--- src/rtl/spi_slave_rx.sv ---
// spi_slave_rx
//   SPI slave endpoint. SCLK, CS_N and MOSI are oversampled on clk through a
//   SYNC_STAGES flop synchroniser plus one edge-detect register. Words are
//   received MSB first. A parallel tx word is shifted out MSB first on MISO.
//   All four CPOL/CPHA modes are supported, as are back-to-back words within
//   one CS_N frame.
//
// Ports
//   clk       system clock (sclk must be <= clk/8)
//   rst       synchronous reset, active low
//   CPOL      SCLK idle level, latched at frame start
//   CPHA      0: sample on leading edge, 1: sample on trailing edge
//   sclk      SPI clock from master (async)
//   cs_n      chip select, active low (async)
//   mosi      serial data in (async)
//   miso      serial data out, 0 when not selected
//   tx_data   word to shift out on MISO
//   tx_load   1-cycle pulse: tx_data captured this cycle
//   rx_data   last complete received word
//   rx_valid  1-cycle pulse: rx_data updated
//   rx_abort  1-cycle pulse: frame ended with a partial word
//   busy      1 while a frame is active
module spi_slave_rx #(
    parameter int DATAWIDTH   = 32,
    parameter int SYNC_STAGES = 2
) (
    input  logic                 clk,
    input  logic                 rst,
    input  logic                 CPOL,
    input  logic                 CPHA,
    input  logic                 sclk,
    input  logic                 cs_n,
    input  logic                 mosi,
    output logic                 miso,
    input  logic [DATAWIDTH-1:0] tx_data,
    output logic                 tx_load,
    output logic [DATAWIDTH-1:0] rx_data,
    output logic                 rx_valid,
    output logic                 rx_abort,
    output logic                 busy
);

    localparam int CW = (DATAWIDTH < 2) ? 1 : $clog2(DATAWIDTH);

    typedef enum logic [1:0] {ARM, IDLE, ACTIVE} state_t;

    state_t                 state, state_nxt;
    logic [SYNC_STAGES-1:0] sclk_sync, cs_sync, mosi_sync;
    logic                   sclk_d, cs_d;
    logic [SYNC_STAGES:0]   flush_pipe;
    logic                   sclk_s, cs_s, mosi_s;
    logic                   sclk_rise, sclk_fall, cs_fall, cs_rise;
    logic                   start, stop;
    logic                   samp_rise_q, cpha_q;
    logic                   samp_edge, shft_edge, word_done;
    logic [CW-1:0]          bit_cnt, cnt_next;
    logic [DATAWIDTH-1:0]   rx_shift, rx_next, tx_shift;
    logic                   hold_shift, reload_pend;

    // Synchronisers preset to the idle bus (cs_n high, sclk low). flush_pipe
    // marks when every stage holds a real sample, so ARM never trusts the
    // preset value of cs_n.
    always_ff @(posedge clk) begin
        if (!rst) begin
            sclk_sync  <= '0;
            cs_sync    <= '1;
            mosi_sync  <= '0;
            sclk_d     <= 1'b0;
            cs_d       <= 1'b1;
            flush_pipe <= '0;
        end else begin
            sclk_sync  <= {sclk_sync[SYNC_STAGES-2:0], sclk};
            cs_sync    <= {cs_sync[SYNC_STAGES-2:0], cs_n};
            mosi_sync  <= {mosi_sync[SYNC_STAGES-2:0], mosi};
            sclk_d     <= sclk_sync[SYNC_STAGES-1];
            cs_d       <= cs_sync[SYNC_STAGES-1];
            flush_pipe <= {flush_pipe[SYNC_STAGES-1:0], 1'b1};
        end
    end

    assign sclk_s    = sclk_sync[SYNC_STAGES-1];
    assign cs_s      = cs_sync[SYNC_STAGES-1];
    assign mosi_s    = mosi_sync[SYNC_STAGES-1];
    assign sclk_rise = sclk_s & ~sclk_d;
    assign sclk_fall = ~sclk_s & sclk_d;
    assign cs_fall   = ~cs_s & cs_d;
    assign cs_rise   = cs_s & ~cs_d;

    // FSM state register
    always_ff @(posedge clk) begin
        if (!rst) state <= ARM;
        else      state <= state_nxt;
    end

    // FSM next state; ARM waits for a clean cs_n high so a frame already in
    // flight at reset release is ignored.
    always_comb begin
        state_nxt = state;
        start     = 1'b0;
        stop      = 1'b0;
        case (state)
            ARM:     if (flush_pipe[SYNC_STAGES] && cs_s) state_nxt = IDLE;
            IDLE:    if (cs_fall) begin
                         state_nxt = ACTIVE;
                         start     = 1'b1;
                     end
            ACTIVE:  if (cs_rise) begin
                         state_nxt = IDLE;
                         stop      = 1'b1;
                     end
            default: state_nxt = ARM;
        endcase
    end

    // Sample edge is rising when CPOL==CPHA, shift edge is the other one.
    always_comb begin
        samp_edge = (state == ACTIVE) && (samp_rise_q ? sclk_rise : sclk_fall);
        shft_edge = (state == ACTIVE) && (samp_rise_q ? sclk_fall : sclk_rise);
        rx_next   = (rx_shift << 1) | DATAWIDTH'(mosi_s);
        word_done = samp_edge && (bit_cnt == CW'(DATAWIDTH - 1));
        cnt_next  = bit_cnt;
        if (word_done)      cnt_next = '0;
        else if (samp_edge) cnt_next = bit_cnt + CW'(1);
    end

    // Datapath.
    // hold_shift: the next shift edge leaves tx_shift alone. Used for the
    //   first CPHA=1 leading edge (MSB already on MISO) and for the CPHA=0
    //   trailing edge after a word's last sample (word already reloaded).
    // reload_pend: CPHA=1 only; the first shift edge of the next word loads
    //   tx_data, so a frame's last word does not trigger a reload.
    always_ff @(posedge clk) begin
        if (!rst) begin
            tx_load     <= 1'b0;
            rx_valid    <= 1'b0;
            rx_abort    <= 1'b0;
            rx_data     <= '0;
            rx_shift    <= '0;
            tx_shift    <= '0;
            bit_cnt     <= '0;
            samp_rise_q <= 1'b0;
            cpha_q      <= 1'b0;
            hold_shift  <= 1'b0;
            reload_pend <= 1'b0;
        end else begin
            tx_load  <= 1'b0;
            rx_valid <= 1'b0;
            rx_abort <= 1'b0;
            if (start) begin
                samp_rise_q <= (CPOL == CPHA);
                cpha_q      <= CPHA;
                tx_shift    <= tx_data;
                tx_load     <= 1'b1;
                bit_cnt     <= '0;
                rx_shift    <= '0;
                hold_shift  <= CPHA;
                reload_pend <= 1'b0;
            end else if (state == ACTIVE) begin
                if (samp_edge) begin
                    rx_shift <= rx_next;
                    bit_cnt  <= cnt_next;
                    if (word_done) begin
                        rx_data  <= rx_next;
                        rx_valid <= 1'b1;
                        if (!cpha_q) begin
                            // MSB must be on MISO before the next leading edge
                            tx_shift   <= tx_data;
                            tx_load    <= 1'b1;
                            hold_shift <= 1'b1;
                        end else begin
                            reload_pend <= 1'b1;
                        end
                    end
                end
                if (shft_edge) begin
                    if (reload_pend) begin
                        tx_shift    <= tx_data;
                        tx_load     <= 1'b1;
                        reload_pend <= 1'b0;
                    end else if (hold_shift) begin
                        hold_shift <= 1'b0;
                    end else begin
                        tx_shift <= tx_shift << 1;
                    end
                end
                if (stop) begin
                    // a final sample in this same cycle has already wrapped cnt_next
                    rx_abort <= (cnt_next != '0);
                    bit_cnt  <= '0;
                    rx_shift <= '0;
                end
            end
        end
    end

    assign miso = (state == ACTIVE) ? tx_shift[DATAWIDTH-1] : 1'b0;
    assign busy = (state == ACTIVE);

endmodule

--- config.mk ---
export PLATFORM = sky130hd
export DESIGN_NAME = spi_slave_rx
export DESIGN_NICKNAME = d
export VERILOG_FILES = /design/src/rtl/spi_slave_rx.sv
export SDC_FILE = /design/constraint.sdc
export NUM_CORES = 1
export LEC_CHECK = 0
export CAP_MARGIN = 0
export CORE_UTILIZATION = 26
export CTS_CLUSTER_DIAMETER = 120
export DETAILED_ROUTE_END_ITERATION = 10
export PLACE_DENSITY_LB_ADDON = 0.15
export SLEW_MARGIN = 20
export SYNTH_ARGS = -nofsm -noshare
export SYNTH_HDL_FRONTEND = slang
export SYNTH_SLANG_ARGS = --single-unit
--- constraint.sdc ---
create_clock -name clk -period 2 [get_ports clk]
set_input_delay 0.6 -clock clk [delete_from_list [all_inputs] [get_ports clk]]
set_output_delay 0.6 -clock clk [all_outputs]
set_load 0.005 [all_outputs]
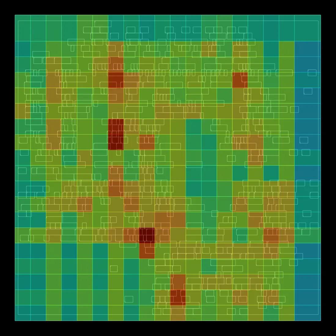
Run 1: congestion heat map
met1 Usage GRT: 17.6%
gr busiest metal: met2

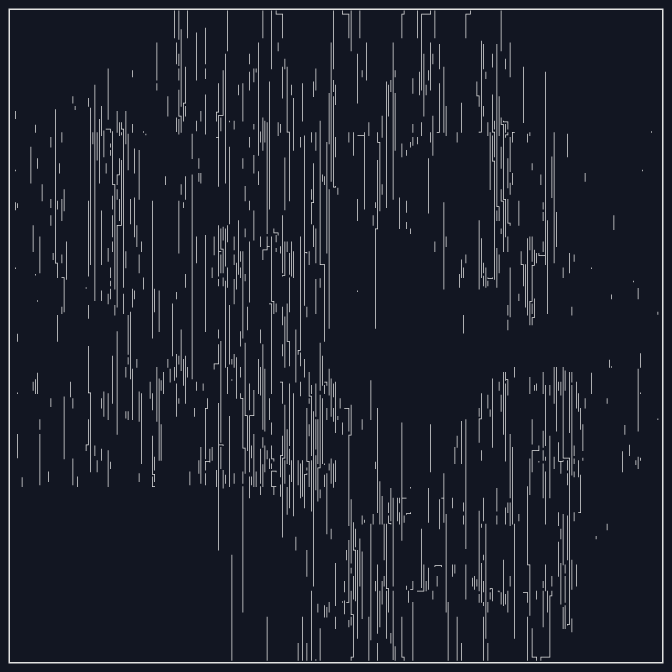
Run 1: metal 2
- main direction: vertical
- nets with wire on the layer: 502

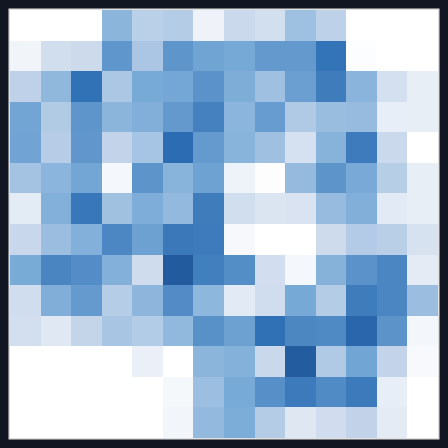
Run 1: cell area per tile
The die is cut into 14 by 14 equal tiles; white is low, dark blue is high, 0 to 100% covered.
- fullest tile: 83%
- nearly empty tiles: 15%
- mean over tiles: 34%
- emptiest ninth of the die: lower left
- tiles over 75% full: 2.0%

==> changes_impl.md, run 1 <==
### Changed

* Run status: completed
* Tightest slew margin relative to the limit at 71.7%
* Clock buf count at 17
* Fraction of the mapped netlist area in simple logic gates at 19.2%
* Average footprint of a synthesized cell at 9.66 um2
* Fraction of final layout cells sized beyond drive strength 1 at 15.7%
* Data required time at the worst endpoint at 2.29 ns
* Logic family by area: simple AND/OR/NAND/NOR gates
* VDD IR-drop max at 0.563 mV
* Count of buffers from port buffering at 75
* X dimension of the die at 136 um
* Hold Startpoint: cs_sync[0]$_SDFF_PN1_
* Die Footprint at 18500 um2
* H-tree Lvls at 4
* Final Hold Violation Tally at 0
* Number of synthesized flops with an enable pin at 0
* Logic share of the area at 32.0%
* Worst reg2reg path depth at 8
* Number of violations of the max-capacitance limit at 0
* Type of element launching the critical path: flop
* Non-Filler Instances at 822
-- run 1: cell usage after synthesis (all sizes together) (2+ instances only) --
library cell	count	area [um2]
o21ai	5	25.0
nand3	4	20.0
o31a	3	27.5
nand4b	2	17.5
nand2	76	285
a221o	29	290
xor2	2	17.5
o211ai	2	15.0
ha	2	25.0
nor2	39	146
a211oi	4	42.5
mux2i	32	320
o211a	2	20.0
nor3	4	25.0
dfxtp	120	2400
and2	38	238
a21oi	44	224
nand2b	8	50.1
clkbuf	15	56.3
inv	3	11.3
or4	3	22.5
a31oi	2	12.5
buf	19	146
o2111a	3	33.8
-- run 1: metal layers --
metal / GRT usage [%] / up-vias
met4: 5.25 / 0
met5: 0 / -
met3: 4.14 / 8
met2: 17.7 / 83
li1: - / 1908
met1: 17.6 / 1749
==> run 2, diff against run 1 <==
--- a/config.mk
+++ b/config.mk
@@ -5,6 +5,7 @@
 export SDC_FILE = /design/constraint.sdc
 export NUM_CORES = 1
 export LEC_CHECK = 0
+export ABC_CLOCK_PERIOD_IN_PS = 2000
 export CAP_MARGIN = 0
 export CORE_UTILIZATION = 26
 export CTS_CLUSTER_DIAMETER = 120
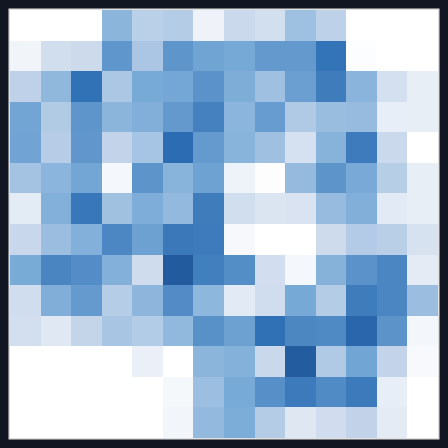
Run 2: cell area per tile
The die is cut into 14 by 14 equal tiles; white is low, dark blue is high, 0 to 100% covered.
- emptiest ninth of the die: lower left
- mean over tiles: 34%
- tiles over 75% full: 2.0%
- fullest tile: 83%

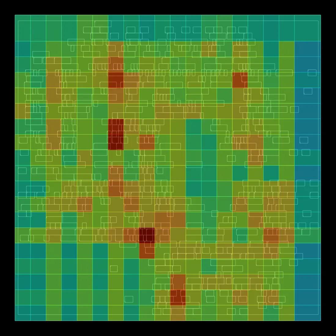
Run 2: congestion heat map
global-route usage over all layers: 12.7%
post-layout utilization of the core: 38.1%

==> run 2 against run 1 <==
Final cell count unchanged; sequential power hardly changed; clock skew unchanged; setup slack is the same; register-to-register slack hardly changed; core utilization stayed put; largest power group unchanged.
==> changes_impl.md, run 2 <==
### Changed

* Beginning of the worst register-to-register path: bit_cnt[1]$_SDFFE_PP0P_
* Tightest slew margin relative to the limit at 71.7%
* Worst r2r dst: tx_shift[10]$_SDFFE_PN0P_
* Final Hold Violation Tally at 0
* Run status: completed
* Number of violations of the max-capacitance limit at 0
* Slowest cell on the critical path: o31a_4
* Share of the synthesized area in the top cell type at 51.6%
* Pin count of the biggest net entering global routing at 38
* Worst reg2reg path depth at 8
* Average footprint of a synthesized cell at 9.66 um2
* X dimension of the die at 136 um
* Global-route track usage on met2 at 17.7%
* H-tree Lvls at 4
* Sw Ratio at 21.4%
* Non-Filler Instances at 822
* Data required time at the worst endpoint at 2.29 ns
* Flip-flop cell with the highest count after synthesis: dfxtp_1
* Fraction of final layout cells sized beyond drive strength 1 at 15.7%
* Most frequent cell after synthesis: dfxtp_1
* Sequential cell area fraction in the yosys report at 51.6%
* Library cell occupying the most area in the post-synthesis netlist: dfxtp_1
* Gr busiest metal: met2
* Type of element launching the critical path: flop
* Met1 Usage GRT at 17.6%
* Register share of total power at 42.4%
* Count of buffers from port buffering at 75
* Hold Startpoint: cs_sync[0]$_SDFF_PN1_
[run 2: cell type report]
cell class,instances,area [um2]
Clock buffer,17,425
Clock inverter,15,175
Fill cell,1730,10800
Inverter,3,13.8
Multi-Input combinational cell,325,2120
Sequential cell,120,2410
Tap cell,225,282
Timing Repair Buffer,117,1210
[run 2: kinds of logic (layout without fill, tap and decap cells)]
logic type | after synthesis | count (layout) | synth area share [%]
simple gates | 184 | 184 | 19.2
flops | 120 | 120 | 51.6
compound gates | 104 | 104 | 16.7
buf+inv | 37 | 152 | 4.59
mux | 32 | 32 | 6.88
xor+xnor | 3 | 3 | 0.564
fa+ha+maj | 2 | 2 | 0.537
[run 2: repair_timing]
item / CTS / global route
gates cloned: 0 / 5
setup endpoints to repair: 16 / 58
buffers inserted: 2 / 3
pin swaps: 0 / 33
gates resized: 8 / 5
Power figures rest on the tool's default switching activity, not on a simulated workload.
